run_1/pdn.png
Pins as bars on the die edge.
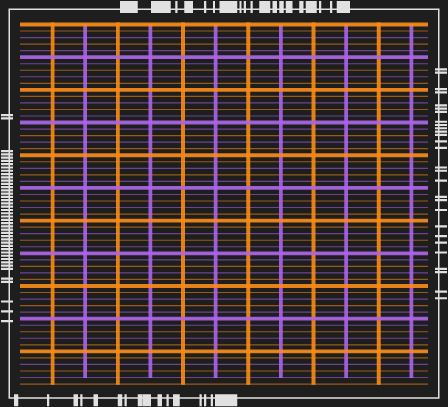
run_1/met1.png
Supply wires on this layer in grey.
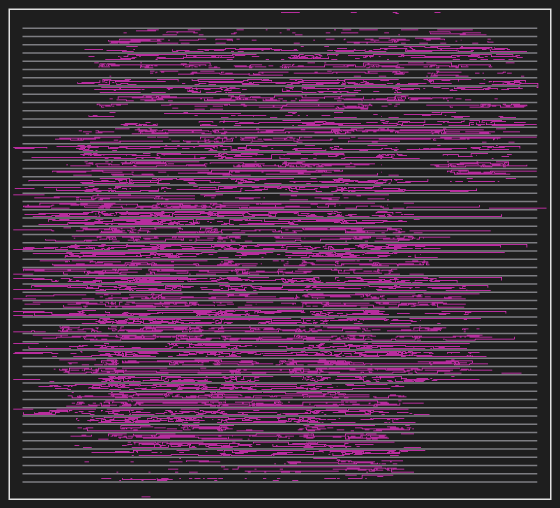
run_1/registers.png
Other sequential cells in the stronger grey, the rest of the logic in the fainter grey.
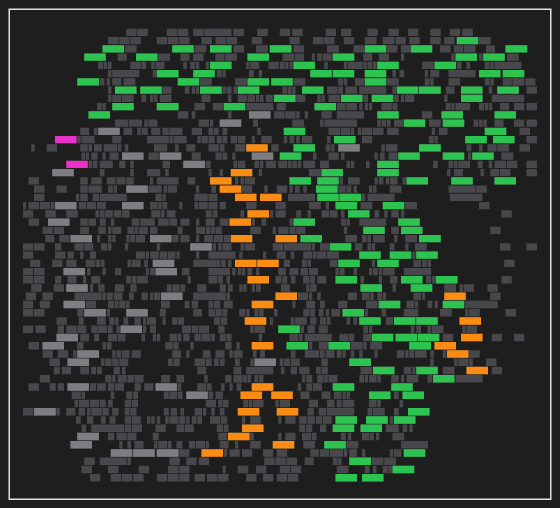
run_1/final_clocks.png
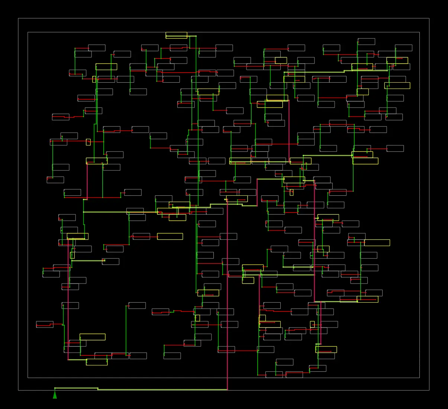
### src/rtl/inst_fetch_if.sv
// Fetch-unit bus: instruction-memory request/response plus the decoder-side
// inst handshake and branch stall/resolve signals.
interface inst_fetch_if;
  logic        imem_req;
  logic [31:0] imem_addr;
  logic        imem_ready;
  logic        imem_rvalid;
  logic [31:0] imem_rdata;
  logic [31:0] inst;
  logic [31:0] inst_pc;
  logic        inst_valid;
  logic        inst_ready;
  logic        stall;
  logic        resolve_valid;
  logic        resolve_taken;
  logic [31:0] resolve_target;

  modport master (
    output imem_req, imem_addr, inst, inst_pc, inst_valid,
    input  imem_ready, imem_rvalid, imem_rdata, inst_ready, stall,
           resolve_valid, resolve_taken, resolve_target
  );

  modport slave (
    input  imem_req, imem_addr, inst, inst_pc, inst_valid,
    output imem_ready, imem_rvalid, imem_rdata, inst_ready, stall,
           resolve_valid, resolve_taken, resolve_target
  );
endinterface

### src/rtl/inst_fetch.sv
// Instruction fetch: in-order imem word reads into a small {pc,word} FIFO that
// feeds the decoder; halts on a branch stall until the branch resolves.
module inst_fetch #(
  parameter logic [31:0] RESET_PC  = 32'h0000_0000,
  parameter int          MAX_OUTST = 2,
  parameter int          BUF_DEPTH = 2
) (
  input  logic         clk,
  input  logic         rst,
  inst_fetch_if.master bus
);
  localparam int OW = $clog2(MAX_OUTST + 1);
  localparam int CW = $clog2(BUF_DEPTH + 1);
  localparam int PW = (BUF_DEPTH > 1) ? $clog2(BUF_DEPTH) : 1;

  typedef enum logic {FETCH, WAIT_BR} state_e;
  typedef struct packed {
    logic [31:0] pc;
    logic [31:0] word;
  } ent_t;

  state_e                 state_q, state_d;
  logic [31:0]            pc_q, pc_d, br_pc_q, br_pc_d;
  logic [OW-1:0]          outst_q, outst_d, discard_q, discard_d;
  logic [CW-1:0]          cnt_q, cnt_d;
  logic [PW-1:0]          head_q, head_d, tail_q, tail_d;
  ent_t [BUF_DEPTH-1:0]   buf_q, buf_d;

  logic        req, req_fire, pop, push, br_acc, rsp_drop;
  logic [31:0] rsp_pc;
  int          credit;
  ent_t        head_ent;

  function automatic logic [PW-1:0] ptr_inc(input logic [PW-1:0] p);
    return (p == PW'(BUF_DEPTH - 1)) ? '0 : p + PW'(1);
  endfunction

  assign head_ent       = buf_q[head_q];
  assign bus.inst       = head_ent.word;
  assign bus.inst_pc    = head_ent.pc;
  assign bus.inst_valid = (state_q == FETCH) && (cnt_q != '0);
  assign bus.imem_req   = req;
  assign bus.imem_addr  = pc_q;

  assign pop      = bus.inst_valid && bus.inst_ready;
  assign br_acc   = pop && bus.stall;
  assign rsp_drop = bus.imem_rvalid && (discard_q != '0);
  assign push     = bus.imem_rvalid && (discard_q == '0) && !br_acc;
  // Live requests are contiguous and end at pc_q-4, so the oldest one is
  // pc_q - 4*outstanding.
  assign rsp_pc   = pc_q - (32'(outst_q) << 2);

  always_comb begin
    state_d   = state_q;
    pc_d      = pc_q;
    br_pc_d   = br_pc_q;
    outst_d   = outst_q;
    discard_d = discard_q;
    cnt_d     = cnt_q;
    head_d    = head_q;
    tail_d    = tail_q;
    buf_d     = buf_q;

    // A slot freed by this cycle's pop is already usable, which is what
    // keeps a 1-cycle imem streaming at one instruction per cycle.
    credit   = int'(outst_q) + int'(cnt_q) - int'(pop);
    req      = !rst && (state_q == FETCH) && (discard_q == '0) &&
               (int'(outst_q) < MAX_OUTST) && (credit < BUF_DEPTH);
    req_fire = req && bus.imem_ready;

    if (req_fire) pc_d = pc_q + 32'd4;
    outst_d = outst_q + OW'(req_fire) - OW'(bus.imem_rvalid);
    if (rsp_drop) discard_d = discard_q - OW'(1);

    if (push) begin
      buf_d[tail_q] = '{pc: rsp_pc, word: bus.imem_rdata};
      tail_d        = ptr_inc(tail_q);
    end
    if (pop) head_d = ptr_inc(head_q);
    cnt_d = cnt_q + CW'(push) - CW'(pop);

    case (state_q)
      FETCH: begin
        if (br_acc) begin
          state_d = WAIT_BR;
          br_pc_d = bus.inst_pc;
          cnt_d   = '0;
          head_d  = tail_q;
          // Buffer is empty whenever discard is nonzero, so a branch can only
          // be accepted with discard==0: every remaining in-flight word is junk.
          discard_d = outst_d;
        end
      end
      WAIT_BR: begin
        if (bus.resolve_valid) begin
          state_d = FETCH;
          pc_d    = bus.resolve_taken ? (bus.resolve_target & 32'hFFFF_FFFC)
                                      : br_pc_q + 32'd4;
        end
      end
      default: state_d = FETCH;
    endcase
  end

  always_ff @(posedge clk) begin
    if (rst) begin
      state_q   <= FETCH;
      pc_q      <= RESET_PC;
      br_pc_q   <= '0;
      outst_q   <= '0;
      discard_q <= '0;
      cnt_q     <= '0;
      head_q    <= '0;
      tail_q    <= '0;
      buf_q     <= '0;
    end else begin
      state_q   <= state_d;
      pc_q      <= pc_d;
      br_pc_q   <= br_pc_d;
      outst_q   <= outst_d;
      discard_q <= discard_d;
      cnt_q     <= cnt_d;
      head_q    <= head_d;
      tail_q    <= tail_d;
      buf_q     <= buf_d;
    end
  end
endmodule

### src/flat_wrapper.sv
// flat-port wrapper written by rule: the top's interface ports become plain ports
module inst_fetch_flat 
#(
  parameter logic [31:0] RESET_PC  = 32'h0000_0000,
  parameter int          MAX_OUTST = 2,
  parameter int          BUF_DEPTH = 2
)
  (clk, rst, bus_imem_req, bus_imem_addr, bus_inst, bus_inst_pc, bus_inst_valid, bus_imem_ready, bus_imem_rvalid, bus_imem_rdata, bus_inst_ready, bus_stall, bus_resolve_valid, bus_resolve_taken, bus_resolve_target);
  inst_fetch_if bus_i ();
  input  logic clk;
  input  logic rst;
  output wire logic [$bits(bus_i.imem_req)-1:0] bus_imem_req;
  output wire logic [$bits(bus_i.imem_addr)-1:0] bus_imem_addr;
  output wire logic [$bits(bus_i.inst)-1:0] bus_inst;
  output wire logic [$bits(bus_i.inst_pc)-1:0] bus_inst_pc;
  output wire logic [$bits(bus_i.inst_valid)-1:0] bus_inst_valid;
  input wire logic [$bits(bus_i.imem_ready)-1:0] bus_imem_ready;
  input wire logic [$bits(bus_i.imem_rvalid)-1:0] bus_imem_rvalid;
  input wire logic [$bits(bus_i.imem_rdata)-1:0] bus_imem_rdata;
  input wire logic [$bits(bus_i.inst_ready)-1:0] bus_inst_ready;
  input wire logic [$bits(bus_i.stall)-1:0] bus_stall;
  input wire logic [$bits(bus_i.resolve_valid)-1:0] bus_resolve_valid;
  input wire logic [$bits(bus_i.resolve_taken)-1:0] bus_resolve_taken;
  input wire logic [$bits(bus_i.resolve_target)-1:0] bus_resolve_target;
  assign bus_imem_req = bus_i.imem_req;
  assign bus_imem_addr = bus_i.imem_addr;
  assign bus_inst = bus_i.inst;
  assign bus_inst_pc = bus_i.inst_pc;
  assign bus_inst_valid = bus_i.inst_valid;
  assign bus_i.imem_ready = bus_imem_ready;
  assign bus_i.imem_rvalid = bus_imem_rvalid;
  assign bus_i.imem_rdata = bus_imem_rdata;
  assign bus_i.inst_ready = bus_inst_ready;
  assign bus_i.stall = bus_stall;
  assign bus_i.resolve_valid = bus_resolve_valid;
  assign bus_i.resolve_taken = bus_resolve_taken;
  assign bus_i.resolve_target = bus_resolve_target;
  inst_fetch #(.RESET_PC(RESET_PC), .MAX_OUTST(MAX_OUTST), .BUF_DEPTH(BUF_DEPTH)) u_core (.clk(clk), .rst(rst), .bus(bus_i));
endmodule
### config.mk
export PLATFORM = sky130hd
export DESIGN_NAME = inst_fetch_flat
export DESIGN_NICKNAME = d
export VERILOG_FILES = /design/src/rtl/inst_fetch_if.sv /design/src/rtl/inst_fetch.sv /design/src/flat_wrapper.sv
export SDC_FILE = /design/constraint.sdc
export NUM_CORES = 1
export LEC_CHECK = 0
export CAP_MARGIN = 15
export CORE_ASPECT_RATIO = 0.9
export CORE_MARGIN = 4
export CORE_UTILIZATION = 38
export CTS_CLUSTER_SIZE = 24
export DETAILED_ROUTE_END_ITERATION = 10
export GPL_ROUTABILITY_DRIVEN = 0
export GPL_TIMING_DRIVEN = 0
export SYNTH_ARGS = -nofsm -noshare
export SYNTH_HDL_FRONTEND = slang
export SYNTH_SLANG_ARGS = --single-unit
### constraint.sdc
create_clock -name clk -period 4 [get_ports clk]
set_input_delay 0.8 -clock clk [delete_from_list [all_inputs] [get_ports clk]]
set_output_delay 0.8 -clock clk [all_outputs]
set_load 0.01 [all_outputs]
==> reports/metrics.yaml, run 1 <==
clock_tree:
  cts_tree: "done"
  cts.sink_count: 201
  clock_tree.root_cell: "sky130_fd_sc_hd__clkbuf_16"
  cts_htree_levels: 1
  ctsResizeCount: 9
  postCtsSetupBuffers: 1
  ctsLongestPathBuffers: 3
run_status:
  run_status: "finished, final reports clean"
worst_setup_path:
  critical_path.max_fanout: 10
  rrSetupSlack_ps: 480
  worstPathBufferInverterCount: 4
  crit_end: "bus_inst[17]"
  r2r_start: "u_core.cnt_q[0]"
  critical_path.startpoint_type: "flop"
  cp.arrival_ps: 3030
  r2r_cells: 14
  max_stage_delay_ps: 490
  cp-end-kind: "primary output"
  worst-endpoint-required_ps: 3200
  critical_path_depth: 5
  timing.setup.critical_path_class: "reg2out"
placed_design:
  number_of_port_buffers: 165
  placedInstanceArea_um2: 12000
  placed_cells: 1644
  detailed_place_hpwl_um: 25200
global_route:
  grt_use_total: 0.226
  grt_max_degree: 19
  grt.met2_usage: 0.331
  first_global_vias: 8735
  grt_first_pass_wirelength_um: 51300
  antenna_found_initial: 0
  met1_usage: 0.353
  grt_busiest_layer: "met1"
yosys:
  predominant_post_synthesis_flop_cell: "sky130_fd_sc_hd__dfxtp_1"
  post_synth_instance_area_um2: 9890
  ys_ff: 201
  synthAdderAreaFrac: 0.0192
  yosys_warnings: 0
  yosys.stat.seqShare: 0.407
  largest_area_cell: "sky130_fd_sc_hd__dfxtp_1"
  common_cells: "sky130_fd_sc_hd__dfxtp_1 (201), sky130_fd_sc_hd__nand2_1 (125), sky130_fd_sc_hd__nor2_1 (111), sky130_fd_sc_hd__clkbuf_1 (83), sky130_fd_sc_hd__mux2_2 (64)"
  async_flop_share: 0
  post_syn_instances: 1136
  edf_count: 0
  post_synth_and_or_nand_nor_area_fraction: 0.208
  synth.net_count: 1222
  synth.distinct_cells: 61
  synth.yosys.chip_area_um2: 9890
  aoi_share: 0.147
  synth_stat.cells: 1136
  post_synth_main_area_contributors: "sky130_fd_sc_hd__dfxtp_1 (41%), sky130_fd_sc_hd__mux2_2 (7.3%), sky130_fd_sc_hd__xnor2_1 (5.0%)"
  postSynthAreaPerCell_um2: 8.71
  synth_dominant_cell_count: "sky130_fd_sc_hd__dfxtp_1"
  synthTopLogicFamily: "simple AND/OR/NAND/NOR gates"
  synth_largest_type_area_fraction: 0.407
final_timing:
  maxSlewHeadroom: 0.282
  hold_viol: 0
  final_period_minus_worst_setup_slack_ps: 3830
  max_slew.worst_pin.slew_ps: 1080
  hold_ws_ps: 450
  layout_worst_path_cycle_share: 0.958
  final.setup.worst_slack_ps: 166
  grt_setup_unrepaired: "no"
finish:
  layout.area.seq_um2: 4020
  drive_gt1_frac: 0.0946
  finish.net_count: 1413
  logic_area_um2: 5420
  area_delta_synth_final_pct: 30.1
  inverters_excl_clock: 20
  registers.top_by_ff_count: "u_core.buf_q"
  largest_register_ffs: 128
  nFillCells: 2373
  final_util: 0.507
  sh_seq_area: 0.313
  clkCellAreaFrac: 0.0673
  post_layout_nonfiller_instances: 1685
  buffers_outside_the_clock_class: 262
  largest_class: "multi-input combinational cells"
  layout.cells.most_common_list: "sky130_fd_sc_hd__dfxtp_1 (201), sky130_fd_sc_hd__clkdlybuf4s50_1 (164), sky130_fd_sc_hd__nand2_1 (125)"
  non_clock_buffer_area_share: 0.160
  antenna_cells: 0
  layout_top_cell: "sky130_fd_sc_hd__dfxtp_1"
  area.share.combinational: 0.421
  final_area_um2: 12900
power:
  cellInternalPower_w: 0.00539
  power-top-group: "combinational logic"
  power_combinational_w: 0.00343
  power.static_leakage_nw: 4.54
  p_sw_frac: 0.363
  combPwrFrac: 0.406
  register_share_of_total_power: 0.309
detailed_routing:
  iter_0_drt_violations: 768
  routed.top_layer: "met4"
  detailed_route_wire_length_per_cell_um: 20.0
  wl_met1_um: 16600
  drt_wl_total_um: 33700
  number_of_nets_with_antenna_violations_after_routing: 0
  met3RoutedLength_um: 2540
  dr_total_vias: 9216
  via_per_inst: 5.47
  wl_met2_um: 14000
  drc_errors: 0
  drt_pre_antenna_iters: 5
min_path:
  min_from: "u_core.buf_q[98]"
  hold_class: "reg2reg"
  timing.hold.worst_path_depth: 2
  hold-path-endpoint: "u_core.buf_q[98]"
job:
  openroad.warnings: 28
  drv.max_cap_violation_count: 0
floorplanning:
  floorplan.die.width_um: 178
  num_tap_cells: 342
  fp-utilization: 0.390
  die-area_um2: 28700
  rows: 55
Notes on pdn.png above:
- VDD: purple
- VSS: orange
- met5 straps: 11
- met4 straps: 12
- met1 rails: 56
floorplan die height: 161 um
core area: 25,400 um^2
Max IR drop VDD: 347 uV

Notes on met1.png above:
- main direction: horizontal
- share of all routed wire: 49%
- nets with wire on the layer: 1,314

Notes on registers.png above:
- u_core.discard_q: magenta (placed flops 2)
- u_core.br_pc_q: orange (placed flops 32)
- u_core.buf_q: green (placed flops 128)

Notes on final_clocks.png above:
Seq Cell Count: 201
Clock Latency Late Sink: 530 ps
clock buffer count in the final layout: 29
Power Clock: 0.00241 W
number of clock buffers inserted by TritonCTS: 23

==> inputs of run 2 (changes only) <==
Settings changed: CORE_ASPECT_RATIO 0.9 to not set.
run_2/met1.png
Supply wires on this layer in grey.
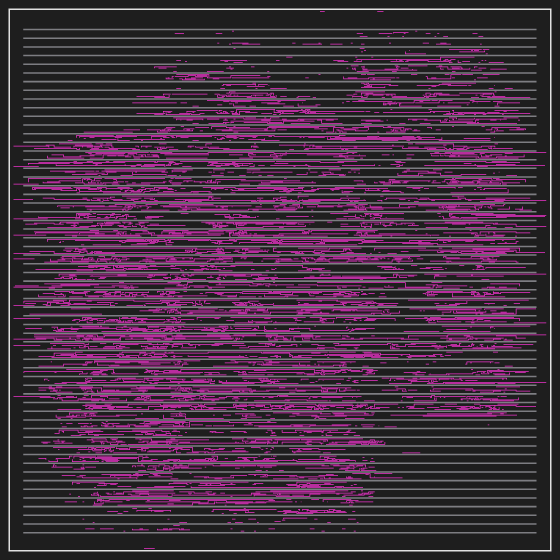
- main direction: horizontal
- share of all routed wire: 47%
- wire length on this layer: 15,600 um
- nets with wire on the layer: 1,303
WL final: 33,000 um
total number of vias: 9,129

run_2/pdn.png
Pins as bars on the die edge.
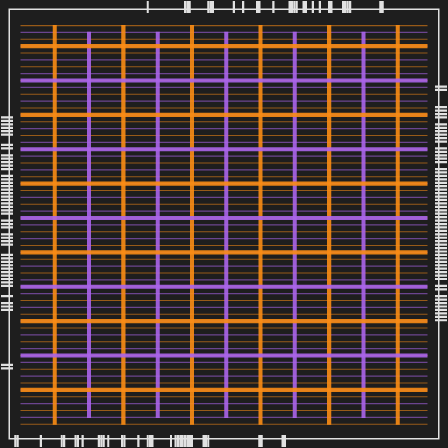
- VDD: purple
- VSS: orange
- signal pins: 170
- met1 rails: 59
- rows: 58

==> reports/metrics.yaml, run 2 <==
run_status:
  run_status: "finished, final reports clean"
global_route:
  first_global_vias: 8699  # -0.41%
  antenna_found_initial: 0  # unchanged
  grt_use_total: 0.223  # -0.00355
  grt.met2_usage: 0.353  # +0.0225
  grt_max_degree: 19  # unchanged
  grt_busiest_layer: "met2"
clock_tree:
  cts_htree_levels: 1  # unchanged
  clock_latency_late_sink_ps: 520  # about the same
  cts.sink_count: 201  # unchanged
  clock_tree.root_cell: "sky130_fd_sc_hd__clkbuf_16"
  ctsResizeCount: 9  # unchanged
  postCtsSetupBuffers: 1  # unchanged
finish:
  clkCellAreaFrac: 0.0573  # -0.0100
  layout_top_cell: "sky130_fd_sc_hd__dfxtp_1"
  num-clock-buffers: 31  # +6.9%
  post_layout_nonfiller_instances: 1671  # -0.83%
  sh_seq_area: 0.317  # +0.00379
  finish.net_count: 1413  # unchanged
  non_clock_buffer_area_share: 0.161  # +0.00125
  buffers_outside_the_clock_class: 261  # -0.38%
  largest_class: "multi-input combinational cells"
  area.share.combinational: 0.427  # +0.00569
  registers.top_by_ff_count: "u_core.buf_q"
  logic_area_um2: 5420  # +0.14%
detailed_routing:
  wl_met2_um: 14600  # +4.4%
  routed.top_layer: "met4"
  drt_pre_antenna_iters: 5  # unchanged
  number_of_nets_with_antenna_violations_after_routing: 0  # unchanged
  drc_errors: 0  # unchanged
final_timing:
  final_period_minus_worst_setup_slack_ps: 3850  # +14.6 ps
  grt_setup_unrepaired: "no"
  maxSlewHeadroom: 0.235  # -0.0469
  max_slew.worst_pin.slew_ps: 1130  # +54.4 ps
  hold_ws_ps: 444  # -5.59 ps
yosys:
  post_syn_instances: 1136  # unchanged
  aoi_share: 0.147  # unchanged
  post_synth_instance_area_um2: 9890  # unchanged
  synth_dominant_cell_count: "sky130_fd_sc_hd__dfxtp_1"
  postSynthAreaPerCell_um2: 8.71  # unchanged
  synth.net_count: 1222  # unchanged
  post_synth_main_area_contributors: "sky130_fd_sc_hd__dfxtp_1 (41%), sky130_fd_sc_hd__mux2_2 (7.3%), sky130_fd_sc_hd__xnor2_1 (5.0%)"
  synthAdderAreaFrac: 0.0192  # unchanged
  largest_area_cell: "sky130_fd_sc_hd__dfxtp_1"
  async_flop_share: 0  # unchanged
  predominant_post_synthesis_flop_cell: "sky130_fd_sc_hd__dfxtp_1"
  synth_stat.cells: 1136  # unchanged
  synth.distinct_cells: 61  # unchanged
power:
  ir_worst_vdd_uv: 293  # -16%
  cellInternalPower_w: 0.00504  # -6.5%
  power.static_leakage_nw: 4.47  # -1.6%
  power_clock_w: 0.00204  # -15%
  power-top-group: "combinational logic"
  p_sw_frac: 0.377  # +0.0134
  register_share_of_total_power: 0.323  # +0.014
min_path:
  hold_class: "reg2reg"
  hold-path-endpoint: "u_core.buf_q[124]"
  min_from: "u_core.buf_q[124]"
worst_setup_path:
  cp-end-kind: "primary output"
  worst-endpoint-required_ps: 3200  # about the same
  worstPathBufferInverterCount: 3  # -1
  critical_path_depth: 10  # +5
  max_stage_delay_ps: 570  # +80 ps
  cp.arrival_ps: 3050  # +20 ps
  crit_end: "bus_imem_req"
  critical_path.startpoint_type: "flop"
job:
  drv.max_cap_violation_count: 0  # unchanged
floorplanning:
  fp-utilization: 0.389  # about the same
  core_um2: 25400  # about the same
  floorplan.die.width_um: 169  # -4.9%
  rows: 58  # +5.5%
  num_tap_cells: 330  # -3.5%
  die-area_um2: 28700  # about the same
placed_design:
  detailed_place_hpwl_um: 24500  # -2.8%
  placed_cells: 1631  # -0.79%
  number_of_port_buffers: 165  # unchanged
==> inputs of run 3 (changes only) <==
--- a/config.mk
+++ b/config.mk
@@ -6,4 +6,5 @@
 export NUM_CORES = 1
 export LEC_CHECK = 0
+export ABC_CLOCK_PERIOD_IN_PS = 4000
 export CAP_MARGIN = 15
 export CORE_MARGIN = 4
==> constraint.sdc (replaced) <==
create_clock -name clk -period 4 [get_ports clk]
set_input_delay 0.8 -clock clk [delete_from_list [all_inputs] [get_ports clk]]
set_output_delay 0.8 -clock clk [all_outputs]
set_load 0.005 [all_outputs]
run_3/gate_families.png
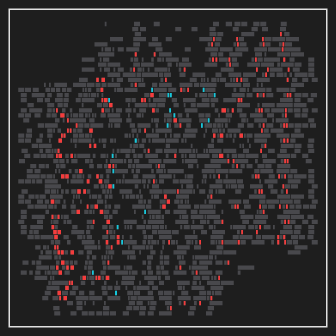
- inverters: cyan (cells 20)
- NAND gates: red (cells 185; where all over the die)

run_3/met1.png
Supply wires on this layer in grey.
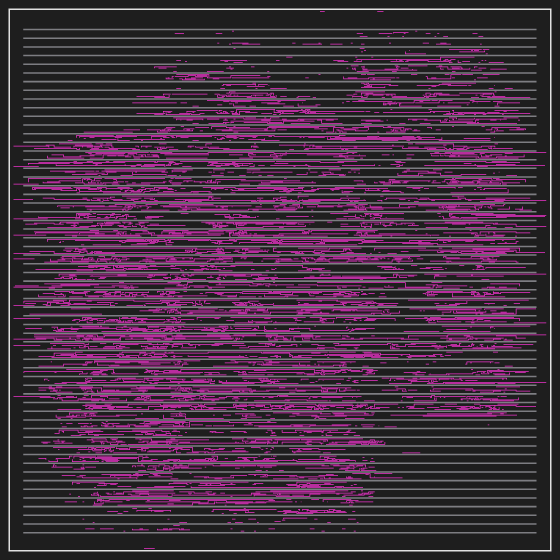
- longest straight run: 52.4 um
- nets with wire on the layer: 1,303
- main direction: horizontal

==> reports/metrics.yaml, run 3 <==
final_timing:
  final.setup.worst_slack_ps: 172
  maxSlewHeadroom: 0.235  # unchanged
  max_slew.worst_pin.slew_ps: 1130  # unchanged
  hold_ws_ps: 444  # unchanged
  final_period_minus_worst_setup_slack_ps: 3830  # -20.3 ps
  achievable-frequency_mhz: 261
  final-setup-viol-count: 0
  grt_setup_unrepaired: "no"
global_route:
  grt.met2_usage: 0.353  # unchanged
  met1_usage: 0.326
  grt_first_pass_wirelength_um: 50600
  grt_use_total: 0.223  # unchanged
  grt_busiest_layer: "met2"
  gr-usage-met3: 0.0328
  first_global_vias: 8699  # unchanged
  grt_max_degree: 19  # unchanged
  antenna_found_initial: 0  # unchanged
floorplanning:
  die-area_um2: 28700  # unchanged
  rows: 58  # unchanged
  fp-utilization: 0.389  # unchanged
  floorplan.die.width_um: 169  # unchanged
  core_um2: 25400  # unchanged
  design.portCount: 170
  num_tap_cells: 330  # unchanged
worst_setup_path:
  crit_slowest_cell: "sky130_fd_sc_hd__fa_1"
  r2r_cells: 14
  crit_top_cell: "sky130_fd_sc_hd__ha_1"
  critical_path.startpoint_type: "flop"
  cp.arrival_ps: 3030  # -20 ps
  crit_end: "bus_imem_req"
  max_stage_delay_ps: 570  # about the same
  critical_path.max_fanout: 3
  worstPathBufferInverterCount: 3  # unchanged
  crit_path_start: "u_core.cnt_q[0]"
  rrSetupSlack_ps: 280
  worst-endpoint-required_ps: 3200  # about the same
  crit-reg2reg-capture: "u_core.discard_q[1]"
  cp-end-kind: "primary output"
  critical_path_depth: 10  # unchanged
yosys:
  synth-xor-area-share: 0.0602
  yosys.stat.seqShare: 0.407
  synthTopLogicFamily: "simple AND/OR/NAND/NOR gates"
  synthAdderAreaFrac: 0.0192  # unchanged
  post_synth_main_area_contributors: "sky130_fd_sc_hd__dfxtp_1 (41%), sky130_fd_sc_hd__mux2_2 (7.3%), sky130_fd_sc_hd__xnor2_1 (5.0%)"
  mux_area_frac: 0.112
  async_flop_share: 0  # unchanged
  synth_largest_type_area_fraction: 0.407
  aoi_share: 0.147  # unchanged
  synth_dominant_cell_count: "sky130_fd_sc_hd__dfxtp_1"
  synth.net_count: 1222  # unchanged
  postSynthAreaPerCell_um2: 8.71  # unchanged
  predominant_post_synthesis_flop_cell: "sky130_fd_sc_hd__dfxtp_1"
  synth_stat.cells: 1136  # unchanged
  post_synth_instance_area_um2: 9890  # unchanged
  post_syn_instances: 1136  # unchanged
  synth.distinct_cells: 61  # unchanged
  largest_area_cell: "sky130_fd_sc_hd__dfxtp_1"
placed_design:
  placed_cells: 1631  # unchanged
  placedInstanceArea_um2: 12000
  number_of_port_buffers: 165  # unchanged
  preCtsSetupSlack_ps: -936
  detailed_place_hpwl_um: 24500  # unchanged
detailed_routing:
  drc_errors: 0  # unchanged
  drt_wl_total_um: 33000  # unchanged
  number_of_nets_with_antenna_violations_after_routing: 0  # unchanged
  wl_met2_um: 14600  # unchanged
  iter_0_drt_violations: 702
  drt_pre_antenna_iters: 5  # unchanged
  dr_total_vias: 9129  # unchanged
  routed.top_layer: "met4"
power:
  cellInternalPower_w: 0.00503  # about the same
  power_clock_w: 0.00204  # about the same
  power-top-group: "combinational logic"
  register_share_of_total_power: 0.328  # +0.005
  power.switching_w: 0.00294
  ir_worst_vdd_uv: 286  # -2.4%
  power.static_leakage_nw: 4.47  # unchanged
  p_sw_frac: 0.369  # -0.00747
finish:
  sh_seq_area: 0.317  # unchanged
  layout.cells.most_common_list: "sky130_fd_sc_hd__dfxtp_1 (201), sky130_fd_sc_hd__clkdlybuf4s50_1 (164), sky130_fd_sc_hd__nand2_1 (125)"
  nFillCells: 2489
  finish.net_count: 1413  # unchanged
  logic_area_um2: 5420  # unchanged
  non_clock_buffer_area_share: 0.161  # unchanged
  area.share.combinational: 0.427  # unchanged
  inverters_excl_clock: 20
  layout_top_cell: "sky130_fd_sc_hd__dfxtp_1"
  layout.sequential_cells: 201
  area_delta_synth_final_pct: 28.5
  num-clock-buffers: 31  # unchanged
  largest_register_ffs: 128
  largest_class: "multi-input combinational cells"
  post_layout_nonfiller_instances: 1671  # unchanged
  registers.top_by_ff_count: "u_core.buf_q"
  buffers_outside_the_clock_class: 261  # unchanged
  clkCellAreaFrac: 0.0573  # unchanged
  antenna_cells: 0
min_path:
  hold_class: "reg2reg"
  hold-path-endpoint: "u_core.buf_q[124]"
  timing.hold.worst_path_depth: 2
  min_from: "u_core.buf_q[124]"
clock_tree:
  cts.sink_count: 201  # unchanged
  clock_tree.root_cell: "sky130_fd_sc_hd__clkbuf_16"
  clock_latency_late_sink_ps: 520  # about the same
  cts_tree: "done"
  ctsResizeCount: 9  # unchanged
  postCtsSetupBuffers: 1  # unchanged
  cts_htree_levels: 1  # unchanged
job:
  drv.max_cap_violation_count: 0  # unchanged
  openroad.warnings: 28
run_status:
  run_status: "finished, final reports clean"
Power and IR drop assume default switching activity.
